==> config.mk <==
export PLATFORM = sky130hd
export DESIGN_NAME = multicycle_ctrl
export DESIGN_NICKNAME = d
export VERILOG_FILES = /design/src/rtl/multicycle_ctrl_pkg.sv /design/src/rtl/mc_immdec.sv /design/src/rtl/multicycle_ctrl.sv
export SDC_FILE = /design/constraint.sdc
export NUM_CORES = 1
export LEC_CHECK = 0
export ABC_AREA = 1
export CAP_MARGIN = 30
export CORE_AREA = 10 10 57 59
export CTS_CLUSTER_SIZE = 16
export DETAILED_ROUTE_END_ITERATION = 8
export DIE_AREA = 0 0 67 69
export PLACE_DENSITY = 0.77
export SYNTH_ARGS = -nofsm -noshare
export SYNTH_HDL_FRONTEND = slang
export SYNTH_SLANG_ARGS = --single-unit
==> constraint.sdc <==
create_clock -name clk -period 1.9 [get_ports clk]
set_input_delay 0.38 -clock clk [delete_from_list [all_inputs] [get_ports clk]]
set_output_delay 0.38 -clock clk [all_outputs]
set_load 0.1 [all_outputs]
Fig. 1: run 1, signal wires on met1
The bar under the picture is 20 um long.
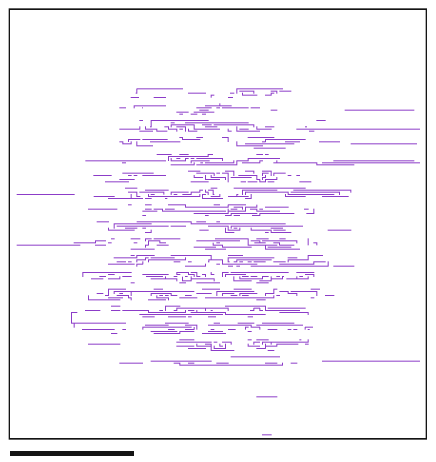
share of all routed wire = 39%
longest straight run = 19.8 um
wire length on this layer = 1370 um
nets with wire on the layer = 202
main direction = horizontal
drt total wl: 3.55 mm
met1 global-route usage: 13.6%
vias after detailed routing: 1246

Fig. 2: run 1, M2 wires
The bar under the picture is 20 um long. Cells faint in the background.
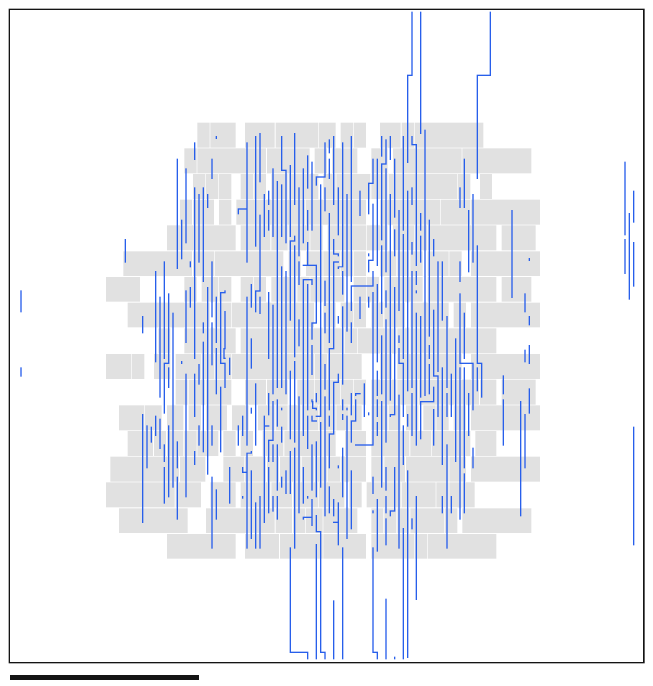
longest straight run = 28.1 um
main direction = vertical
share of all routed wire = 50%
M2 GR Usage: 20.6%

Fig. 3: run 1, signal wires on met3
The bar under the picture is 20 um long. Cells faint in the background.
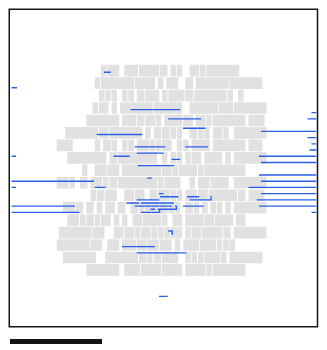
wire length on this layer = 298 um
nets with wire on the layer = 42
longest straight run = 17.7 um
met3 usage: 4.35%

Fig. 4: run 1, met4 routing
The bar under the picture is 20 um long.
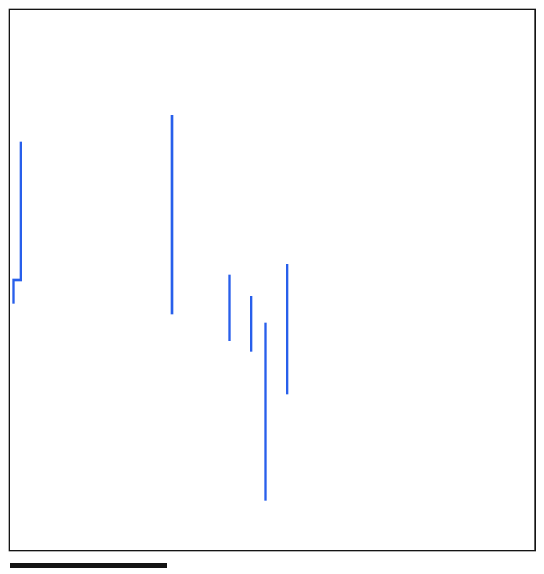
main direction = vertical
longest straight run = 25.2 um
wire length on this layer = 100 um
share of all routed wire = 2.8%

==> summary.txt, run 1 <==
impl run done, here's what came out: WL/cell=15.0 um, mapped cell area=947 um2, Num CTS Buffers=3, post-route design area=1720 um2, CP Depth=6, Multiplexer share=0%, Worst Path Max Fanout=5, Commonest flop=dfxtp_1, DP Worst Slack=-0.160 ns, critical path's slowest cell=dfxtp_4, Clock Sinks=11, OpenROAD warnings=28, clk_lat worst skew=0.27 ns, critical path arrival=1.50 ns, final setup margin=0.0206 ns, Final nets=222, Yosys cell types=24, R2R cell count=13, Cells after Synth=164, count leader, synth=nand2_1, clk_skew=0.00428 ns, root buf cell=clkbuf_4, Hold WC Path Type=reg -> reg, ys cells=164, Yosys chip area=947 um2, status=complete, no violations, synthesized flop and latch total=11, area leader, netlist=dfxtp_1, Routed Antenna Nets=0, io pins=32, half-perimeter wire length after placement=2.52 mm, FA/HA/MAJ Cells, Area Fraction=2.64%, final hold slack=0.502 ns, Post-Place Cell Area=1570 um2, CTS tree=done, period utilization=98.9%, Reg clk slew, reported paths=0.07 ns, CP Capture Type=output pin, Pre-antenna DRT Iters=6, Crit path buffers/inverters=3, aoi share=6.61%, initial antenna violation count=0, fillers=135, post-CTS setup buffer count=0, area growth from synthesis to layout=81.4%, mean area per synthesized cell=5.78 um2, synth warn=0, fraction of registers with async set or reset after synthesis=0%, first-pass GRT wire length=5.04 mm, Fin. Hold Viols=0, final core utilization=80.0%, crit-path max cell delay=0.38 ns, Core Area=2150 um2, GR Util All Layers=13.0%, flop2flop setup slack=0.14 ns, top post-synthesis cells by count=nand2_1, nor2_1, inv_1, nand3_1, dfxtp_1, # rows=17, ranking of synthesized cells by area=dfxtp_1, nand2_1, nor2_1, Post-synth seq share=23.2%, gp weighted congestion=0.926, max cap viols=0, Max Root-Sink Buffers=2, GRT Residual Overflow=0, Die Wd=67 um, share of cells above drive strength 1=41.3%, Clock H-tree levels=1
run 1: placed cells by master, fill, tap and decap left out, types with 2 or more instances in the layout:
cell type / instances
nand2_1: 27
nor2_1: 22
inv_1: 20
buf_12: 17
nand3_1: 15
buf_4: 14
nand2_2: 13
nor2_2: 7
dfxtp_1: 7
inv_2: 6
clkdlybuf4s50_1: 6
nor2_4: 5
a21oi_1: 4
dlymetal6s2s_1: 4
dfxtp_4: 4
nand3_2: 3
nand3_4: 3
o21ai_0: 3
clkbuf_4: 3
inv_4: 2
nand2_4: 2
o21ai_2: 2
nor3_1: 2
xor2_1: 2
ha_1: 2
run 1: tightest hold or removal path, cell delays in order (launching register included):
cell and delay, ns:
dfxtp_1 0.32, inv_1 0.04, o21ai_0 0.08
run 1: area by class of cell:
cell class	count	area, um2	area share (%)
Clock buffer	4	26.3	1.53
Inverter	28	110	6.41
Multi-Input combinational cell	122	726	42.2
Sequential cell	11	235	13.7
Tap cell	28	35.0	2.04
Timing Repair Buffer	43	586	34.1
run 1: stage by stage:
step	instances
after floorplan	164
after global placement	230
after detailed placement	230
after CTS	234
after global routing	236
final	236
run 1: routing by layer:
metal,vias up,GRT usage (%),share of wire (%)
met3,12,4.35,8.4
met5,-,0,0
li1,601,-,-
met1,566,13.6,39
met2,67,20.6,50
met4,0,9.28,2.8
## Run 2: what changed since run 1
- CTS_CLUSTER_DIAMETER: unset -> 60
Fig. 5: run 2, signal wires on met3
The bar under the picture is 20 um long. Cells faint in the background.
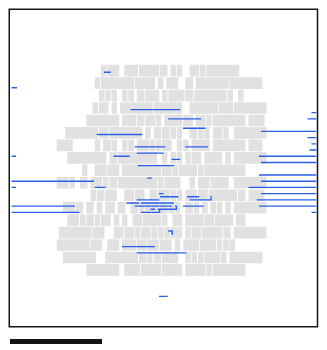
share of all routed wire = 8.4%
nets with wire on the layer = 42
wire length on this layer = 298 um
longest straight run = 17.7 um
main direction = horizontal

Fig. 6: run 2, M2 wires
The bar under the picture is 20 um long. Cells faint in the background.
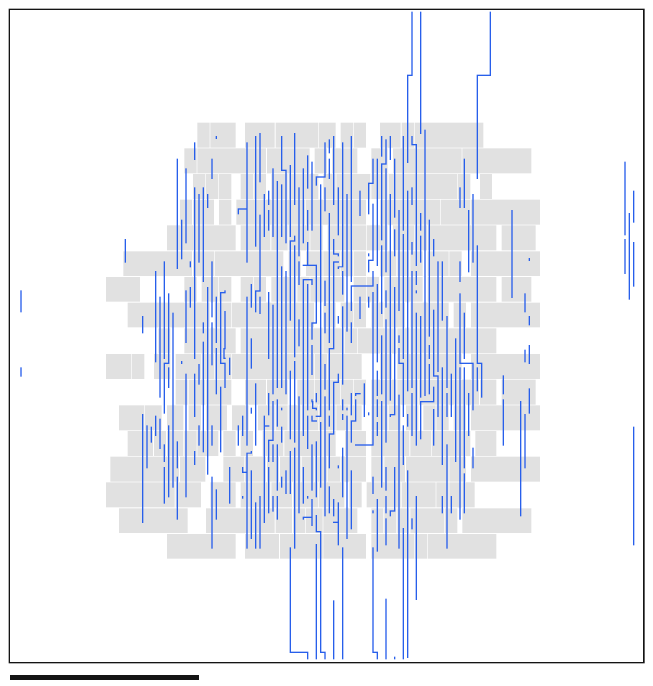
wire length on this layer = 1780 um
nets with wire on the layer = 191
share of all routed wire = 50%
longest straight run = 28.1 um

==> summary.txt, run 2 <==
impl run done, here's what came out: Signal inverters=28, root buf cell=clkbuf_4, # rows=17, most used logic cell in the final layout=nand2_1, Area leader share=23.2%, Yosys cell types=24, Post-synth seq share=23.2%, sequential cell area share=13.7%, Yosys chip area=947 um2, Pre-antenna DRT Iters=6, Max-area cell class=multi-input combinational cells, vias after detailed routing=1246, CP Launch Type=flop, ys cells=164, crit-path max cell delay=0.38 ns, Non-Filler Instances=236, io pins=32, half-perimeter wire length after placement=2.52 mm, critical path's slowest cell=dfxtp_4, area leader, netlist=dfxtp_1, Logic area=726 um2, share of cells above drive strength 1=41.3%, Commonest flop=dfxtp_1, area growth from synthesis to layout=81.4%, drt total wl=3.55 mm, Final nets=222, Num CTS Buffers=3, CTS tree=done, Worst Path Max Fanout=5, synthesized flop and latch total=11, status=complete, no violations, Fin. Hold Viols=0, fraction of registers with async set or reset after synthesis=0%, Routed Antenna Nets=0, max cap viols=0, gp weighted congestion=0.926, fillers=135, count leader, synth=nand2_1, Clock Sinks=11, R2R cell count=13, Clock buf/inv share=1.53%, Clock H-tree levels=1, mean area per synthesized cell=5.78 um2, ranking of synthesized cells by area=dfxtp_1, nand2_1, nor2_1, Max Root-Sink Buffers=2, clk_lat worst skew=0.27 ns, Hold WC Path Type=reg -> reg, fp util=44.1%, CP Capture Type=output pin, combinational share of cell area=42.2%, Non-clock buffering overhead=34.1%, Top cells excl fill/tap=nand2_1, nor2_1, inv_1, buf_12, nand3_1, flop2flop setup slack=0.14 ns, clk_skew=0.00428 ns, critical path arrival=1.50 ns, setup_tns=0 ns, top post-synthesis cells by count=nand2_1, nor2_1, inv_1, nand3_1, dfxtp_1, Cells after Synth=164, Core Area=2150 um2, initial antenna violation count=0, GRT Residual Overflow=0, Flop area=235 um2, period utilization=98.9%, Post-Synthesis Net Count=177, tapcells inserted=28, mapped cell area=947 um2, Multi-In Gates=122, CLK BUF=4, OpenROAD warnings=28, synth warn=0, Inst Count DP=230, first-pass GRT wire length=5.04 mm, Non-clk bufs=43, Reg clk slew, reported paths=0.07 ns
Fig. 7: run 2, track usage over the die
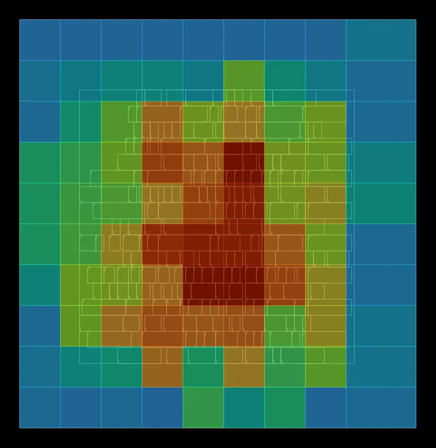
final core utilization: 80.0%
Top Usage Layer GRT: met2
WL/cell: 15.0 um
GR Util All Layers: 13.0%

-- run 2: cell counts after synthesis --
Identical to the previous run, type by type.
-- run 2: kinds of logic after synthesis --
| kind of cell | after synthesis | synth area share (%) |
|---|---|---|
| compound gates | 12 | 6.61 |
| other cells | 1 | 0.396 |
| simple gates | 104 | 50.9 |
| buf+inv | 31 | 13.5 |
| flops | 11 | 23.2 |
| fa+ha+maj | 2 | 2.64 |
| xor+xnor | 3 | 2.77 |
-- run 2: per-stage QoR --
step,cell area (um2),utilization (%),setup slack (ns)
after floorplan,1000,-,-0.527
after global placement,1570,73.2,-0.0531
after detailed placement,1570,73.2,-0.160
after CTS,1620,75.2,0.0116
after global routing,1720,80.0,-0.0740
final,1720,80.0,0.0206
-- run 2: timing repair --
action | in CTS | in global routing
setup buffers | 0 | 2
endpoints found under the setup margin | 5 | 11
pin swaps | 0 | 5
resized | 8 | 30
cloned | 0 | 0
hold buffers | 0 | 0
-- run 2: worst max-delay path, delay by kind of cell (launching register included) --
family,cells,cell delay (ns)
AOI/OAI and AO/OA,1,0.14
DFF,1,0.38
buffers and inverters,3,0.47
and+or+nand+nor,2,0.22
-- run 2: routing by layer --
metal	routed length (um)	global-route usage, %
met3	298	4.35
met2	1780	20.6
met5	0	0
met1	1370	13.6
met4	100	9.28
